$ cat config.mk
export PLATFORM = sky130hd
export DESIGN_NAME = divbyn_fsm
export DESIGN_NICKNAME = d
export VERILOG_FILES = /design/src/rtl/divbyn_pkg.sv /design/src/rtl/divbyn_shadow.sv /design/src/rtl/divbyn_fsm.sv
export SDC_FILE = /design/constraint.sdc
export NUM_CORES = 1
export LEC_CHECK = 0
export CORE_MARGIN = 2
export CORE_UTILIZATION = 49
export CTS_BUF_LIST = sky130_fd_sc_hd__clkbuf_4
export DETAILED_ROUTE_END_ITERATION = 8
export PLACE_DENSITY = 0.78
export SLEW_MARGIN = 40
export SYNTH_ARGS = -nofsm -noshare
export SYNTH_HDL_FRONTEND = slang
export SYNTH_SLANG_ARGS = --single-unit
$ cat constraint.sdc
create_clock -name clk -period 2.8 [get_ports clk]
set_input_delay 0.56 -clock clk [delete_from_list [all_inputs] [get_ports clk]]
set_output_delay 0.56 -clock clk [all_outputs]
set_load 0.1 [all_outputs]
$ cat src/rtl/divbyn_pkg.sv
// divbyn_pkg: shared types and helpers for the divide-by-N sequencer.
// State encoding, mode constants and the half_ceil helper.
package divbyn_pkg;

  typedef enum logic [1:0] {
    IDLE  = 2'd0,
    RUN   = 2'd1,
    STALL = 2'd2
  } state_t;

  localparam logic MODE_PULSE  = 1'b0;
  localparam logic MODE_SQUARE = 1'b1;

  // ceil(n/2); odd divisors get the extra high cycle in square mode
  function automatic logic [15:0] half_ceil(input logic [15:0] n);
    return (n >> 1) + {15'd0, n[0]};
  endfunction

endpackage

$ cat src/rtl/divbyn_shadow.sv
// divbyn_shadow: shadow divisor/mode register with pending flag.
// Ports: clk, reset, div_load/div_in/mode_in capture, apply in, nxt_* / pend / load_pend out.
module divbyn_shadow
  import divbyn_pkg::*;
#(
  parameter int CNT_W = 8
) (
  input  logic             clk,
  input  logic             reset,
  input  logic             div_load,
  input  logic [CNT_W-1:0] div_in,
  input  logic             mode_in,
  input  logic             apply,
  output logic [CNT_W-1:0] nxt_div,
  output logic             nxt_mode,
  output logic             pend,
  output logic             load_pend
);

  logic [CNT_W-1:0] sh_div;
  logic             sh_mode;

  // A strobe on the applying edge bypasses the shadow so it lands now
  assign nxt_div  = div_load ? div_in  : sh_div;
  assign nxt_mode = div_load ? mode_in : sh_mode;
  assign pend     = div_load | load_pend;

  always_ff @(posedge clk or negedge reset) begin
    if (!reset) begin
      sh_div    <= '0;
      sh_mode   <= MODE_PULSE;
      load_pend <= 1'b0;
    end else begin
      if (div_load) begin
        sh_div  <= div_in;
        sh_mode <= mode_in;
      end
      if (apply)
        load_pend <= 1'b0;
      else if (div_load)
        load_pend <= 1'b1;
    end
  end

endmodule

$ cat src/rtl/divbyn_fsm.sv
// divbyn_fsm: runtime-programmable divide-by-N clock-enable source.
// Ports: clk, reset(n), en, div_in/div_load/mode_in, y, tick, cnt, div_cur, load_pend; sclr with DIVBYN_SYNC_CLR_EN.
module divbyn_fsm
  import divbyn_pkg::*;
#(
  parameter int   CNT_W    = 8,
  parameter int   DEF_DIV  = 3,
  parameter logic DEF_MODE = 1'b0
) (
  input  logic             clk,
  input  logic             reset,
  input  logic             en,
  input  logic [CNT_W-1:0] div_in,
  input  logic             div_load,
  input  logic             mode_in,
`ifdef DIVBYN_SYNC_CLR_EN
  input  logic             sclr,
`endif
  output logic             y,
  output logic             tick,
  output logic [CNT_W-1:0] cnt,
  output logic [CNT_W-1:0] div_cur,
  output logic             load_pend
);

  localparam logic [CNT_W-1:0] ONE = CNT_W'(1);
  localparam logic [CNT_W-1:0] DEF = CNT_W'(DEF_DIV);

  state_t           state, state_n;
  logic [CNT_W-1:0] cnt_n, div_n;
  logic             mode_cur, mode_n;
  logic             apply, pend, nxt_mode, wrap, clr;
  logic [CNT_W-1:0] nxt_div;

`ifdef DIVBYN_SYNC_CLR_EN
  assign clr = sclr;
`else
  assign clr = 1'b0;
`endif

  divbyn_shadow #(.CNT_W(CNT_W)) u_shadow (
    .clk       (clk),
    .reset     (reset),
    .div_load  (div_load),
    .div_in    (div_in),
    .mode_in   (mode_in),
    .apply     (apply),
    .nxt_div   (nxt_div),
    .nxt_mode  (nxt_mode),
    .pend      (pend),
    .load_pend (load_pend)
  );

  // Guarded so div_cur==0 never underflows into a false wrap
  assign wrap = (div_cur != '0) && (cnt == div_cur - ONE);

  always_comb begin
    state_n = state;
    cnt_n   = cnt;
    div_n   = div_cur;
    mode_n  = mode_cur;
    apply   = 1'b0;
    unique case (state)
      IDLE: begin
        cnt_n = '0;
        if (en) begin
          if (pend) begin
            apply  = 1'b1;
            div_n  = nxt_div;
            mode_n = nxt_mode;
          end
          state_n = (div_n != '0) ? RUN : STALL;
        end
      end
      RUN: begin
        if (!en) begin
          state_n = IDLE;
          cnt_n   = '0;
        end else if (clr) begin
          cnt_n = '0;
        end else if (wrap) begin
          cnt_n = '0;
          if (pend) begin
            apply  = 1'b1;
            div_n  = nxt_div;
            mode_n = nxt_mode;
          end
          state_n = (div_n != '0) ? RUN : STALL;
        end else begin
          cnt_n = cnt + ONE;
        end
      end
      STALL: begin
        cnt_n = '0;
        if (!en) begin
          state_n = IDLE;
        end else if (!clr && pend) begin
          apply   = 1'b1;
          div_n   = nxt_div;
          mode_n  = nxt_mode;
          state_n = (div_n != '0) ? RUN : STALL;
        end
      end
      default: begin
        state_n = IDLE;
        cnt_n   = '0;
      end
    endcase
  end

  always_ff @(posedge clk or negedge reset) begin
    if (!reset) begin
      state    <= IDLE;
      cnt      <= '0;
      div_cur  <= DEF;
      mode_cur <= DEF_MODE;
    end else begin
      state    <= state_n;
      cnt      <= cnt_n;
      div_cur  <= div_n;
      mode_cur <= mode_n;
    end
  end

  always_comb begin
    y    = 1'b0;
    tick = 1'b0;
    if (state == RUN) begin
      tick = wrap;
      if (mode_cur == MODE_SQUARE)
        y = 16'(cnt) < half_ceil(16'(div_cur));
      else
        y = (cnt == '0);
    end
  end

endmodule

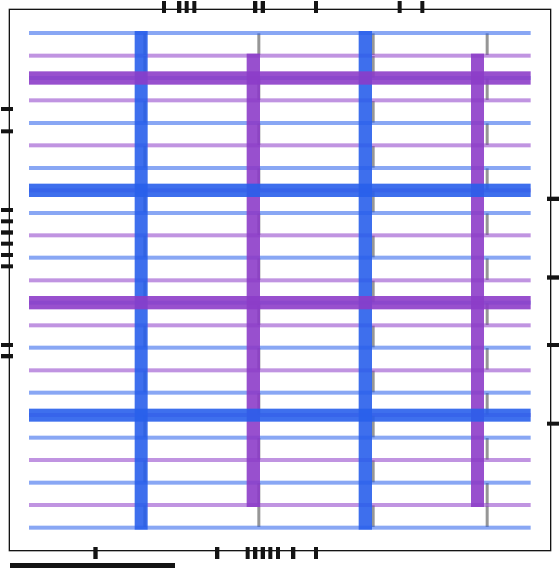
pdn.png
Bar = 20 µm. Pins as bars on the die edge. Tap cells in grey.
net	colour
VDD	purple
VSS	blue
rows	22
met4 straps	4
met1 rails	23

==> flow_summary.toml <==
# physical design summary
[outcome]
outcome = "finished with violations"
failing_checks = "negative setup slack"

[grt]
track_usage = 0.236
overflow = 0
antenna_violations_before_repair = 0
top_usage_layer_grt = "met2"
grt_pass1_wl_um = 7530
globalRouteMet2Util = 0.404
met1_usage = 0.296
number_of_global_route_vias_before_repair = 1500
grt_max_degree = 30
grt.met3_usage = 0.0428

[die]
dieWidth_um = 65.4
total_core_area_um2 = 3630
ioPinCount = 32
die_h_um = 65.4
std_cell_rows = 22
initial_utilization = 0.508
chip_area_um2 = 4270

[cells_and_area]
layout_top_registers = "cnt (8), div_cur (8), u_shadow.sh_div (8)"
drive_above_1_share = 0.398
layout.cell_area.non_filler_um2 = 2510
layoutNonFillerInstCount = 269
area_delta_synth_final_pct = 35.9
most_common_logic_cell_in_the_routed_design = "sky130_fd_sc_hd__buf_4"
final_cell_mix = "34 x sky130_fd_sc_hd__buf_4, 23 x sky130_fd_sc_hd__dfrtp_1, 12 x sky130_fd_sc_hd__clkdlybuf4s50_1"
design.final.nets = 246
antennaDiodeCount = 0

[worst_setup_path]
timing.critical_path.to_type = "output pin"
worst-path-stages = 10
worst_ep_required_time_ns = 2.24
rr_worst_depth = 12
path_common_cell = "sky130_fd_sc_hd__ha_4"
critical-path-max-stage-delay_ns = 0.66
setup_slack_on_the_worst_flop_to_flop_path_ns = -0.30
timing_worst_setup_path_type = "flip-flop to output pin"
worst_r2r_startpoint = "div_cur[0]"
critPathTopFamily = "flip-flops"
worst-endpoint-arrival_ns = 2.64
worst-path-buf-inv = 1
critical_path.cell_chain = "ha_4 -> ha_4 -> and3_4 -> nand3_4 -> xor2_2 -> ha_1 -> nand2_1 -> a32o_2 -> a31o_4 -> buf_12"
timing.critical_path.to = "y"
crit_path_top_delay_cell = "sky130_fd_sc_hd__dfstp_4"
reg2reg_to = "div_cur[4]"
critPathLaunch = "div_cur[0]"
crit_path_start_kind = "flip-flop"
max_fanout_on_critical_path = 3

[synth]
synth.yosys.seq_area_share = 0.395
synth_stat.cells = 169
mappedNetlistNets = 195
postSynthAreaPerCell_um2 = 10.9
ys_async_sr_fraction = 1.00
netlist.area_leader.share = 0.366
post_synth_main_area_contributors = "sky130_fd_sc_hd__dfrtp_1 37%, sky130_fd_sc_hd__ha_1 8.8%, sky130_fd_sc_hd__mux2_4 7.3%, sky130_fd_sc_hd__xor2_1 5.7%, sky130_fd_sc_hd__mux2_2 5.5%"
mappedNetlistArea_um2 = 1840
postSynth.topFlopCell = "sky130_fd_sc_hd__dfrtp_1"
chip_area_estimate_from_yosys_synthesis_um2 = 1840
synth.yosys.warnings = 0
mux_share = 0.128
synth_simple_gate_area_share = 0.157
synthAdderAreaFrac = 0.0882
yosys.area_share.xor_xnor = 0.0997
ys_seq_elements = 29
dominant_cell_by_count_in_the_synthesized_netlist = "sky130_fd_sc_hd__dfrtp_1"
synth_top_cell_by_area = "sky130_fd_sc_hd__dfrtp_1"
complex_gate_fraction_of_the_synthesized_area = 0.0936
synthCells = 169
most_numerous_cell_types_in_the_synthesized_netlist = "27 x sky130_fd_sc_hd__dfrtp_1, 13 x sky130_fd_sc_hd__ha_1, 12 x sky130_fd_sc_hd__xor2_1"
yosys.cell_types.count = 40
edf_count = 0

[hold_path]
timing.hold.worst_endpoint = "u_shadow.sh_mode"
holdCritStartpoint = "u_shadow.sh_mode"
worst_hold_path.num_cells = 1
hold_path_class = "flip-flop to flip-flop"

[pwr]
comb_power_share = 0.579
power-top-group = "combinational cells"
seq_power_share = 0.306
p_clk_w = 0.000252
p_int_w = 0.00112
comb-power_w = 0.00127
seq_cell_power_w = 0.000670
power_switching_share = 0.488
vdd_ir_drop_max_mv = 0.489
share_clk_of_total_power = 0.115
leakage_dissipation_nw = 1.11
power_density_nw_per_um2 = 874

[drt]
detailroute.via_count = 1479
wire_per_inst_um = 17.1
drcViolationCount = 0
dr.max_layer_used = "met4"
route.antenna.remaining_nets = 0
wirelength_um = 4610
detailedRoute.firstPassIterationCount = 4
wl_met1_um = 1890
drt_iter0_drc = 71
dr_wl_met2_um = 2430
post_drt_via_cell_ratio = 5.50
met3_wirelength_um = 177

[clock_tree]
post-cts-setup-buffer-count = 4
cts_buffers = 5
holdBufCountCts = 0
cts_tree = "yes"
cts_max_level = 2
clock.latency.late_pin_ns = 0.32
ctsRootBufferMaster = "sky130_fd_sc_hd__clkbuf_4"
cts_num_sinks = 29
clk_pin_slew_worst_paths_ns = 0.09
clock_path_buffers = 2
post_cts_resize_count = 11

[sta]
report.final.setup_viol = 11
fin_clk_skew_ns = 0.00760
final_hold_viol_count = 0
grt_setup_unrepaired = "true"
worst_pin_slew_ns = 0.586
layout_min_cycle_time_ns = 3.20
final_max_slew_viol_count = 0
achievable-frequency_mhz = 313
setup_ws_ns = -0.396
period_used_share = 1.14
timing.max_slew.rel_slack = 0.608

[place]
placed_area_um2 = 2310
gp_routability_congestion = 0.907
numPortBuffers = 31
dp_cells = 255
detailed_placement_hpwl_um = 3310

[flow_run]
max_cap_violations = 0
warning_count = 32
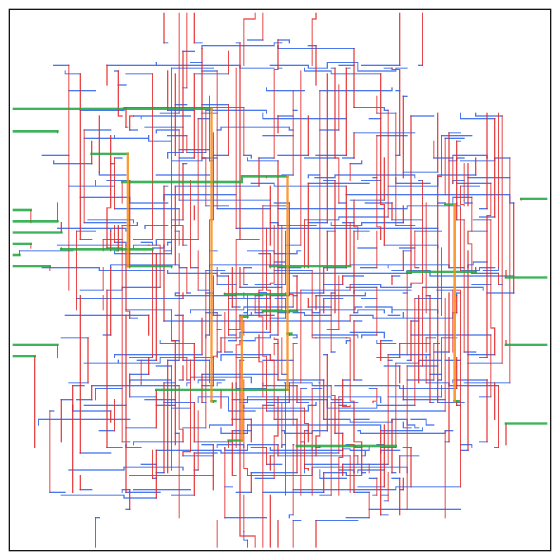
metal_stack.png
layer	colour	wire length
met3	green	178 µm
met1	blue	1890 µm
met2	red	2430 µm
met4	orange	114 µm

-- stage by stage --
step	hold slack [ns]	util	worst slack [ns]	setup TNS (ns)	total power [W]
2_1_floorplan	0.264	-	-0.304	-1.35	0.00153
3_3_place_gp	0.485	0.636	-0.109	-0.482	0.00182
3_5_place_dp	0.500	0.636	-0.161	-1.29	0.00187
4_1_cts	0.519	0.675	-0.425	-3.01	0.00218
5_1_grt	0.529	0.690	-0.485	-4.54	0.00231
6_report	0.512	0.690	-0.396	-3.28	0.00219
-- layout make-up --
type                       instances  area [µm²]
tap                               48        60.1
inverter                           7        31.3
clock inverter                     1        3.75
fill                             290        1130
clock buffer                       7        52.6
timing repair buffer              50         447
multi-input combinational        127        1170
sequential                        29         741
Power figures rest on the tool's default switching activity, not on a simulated workload.
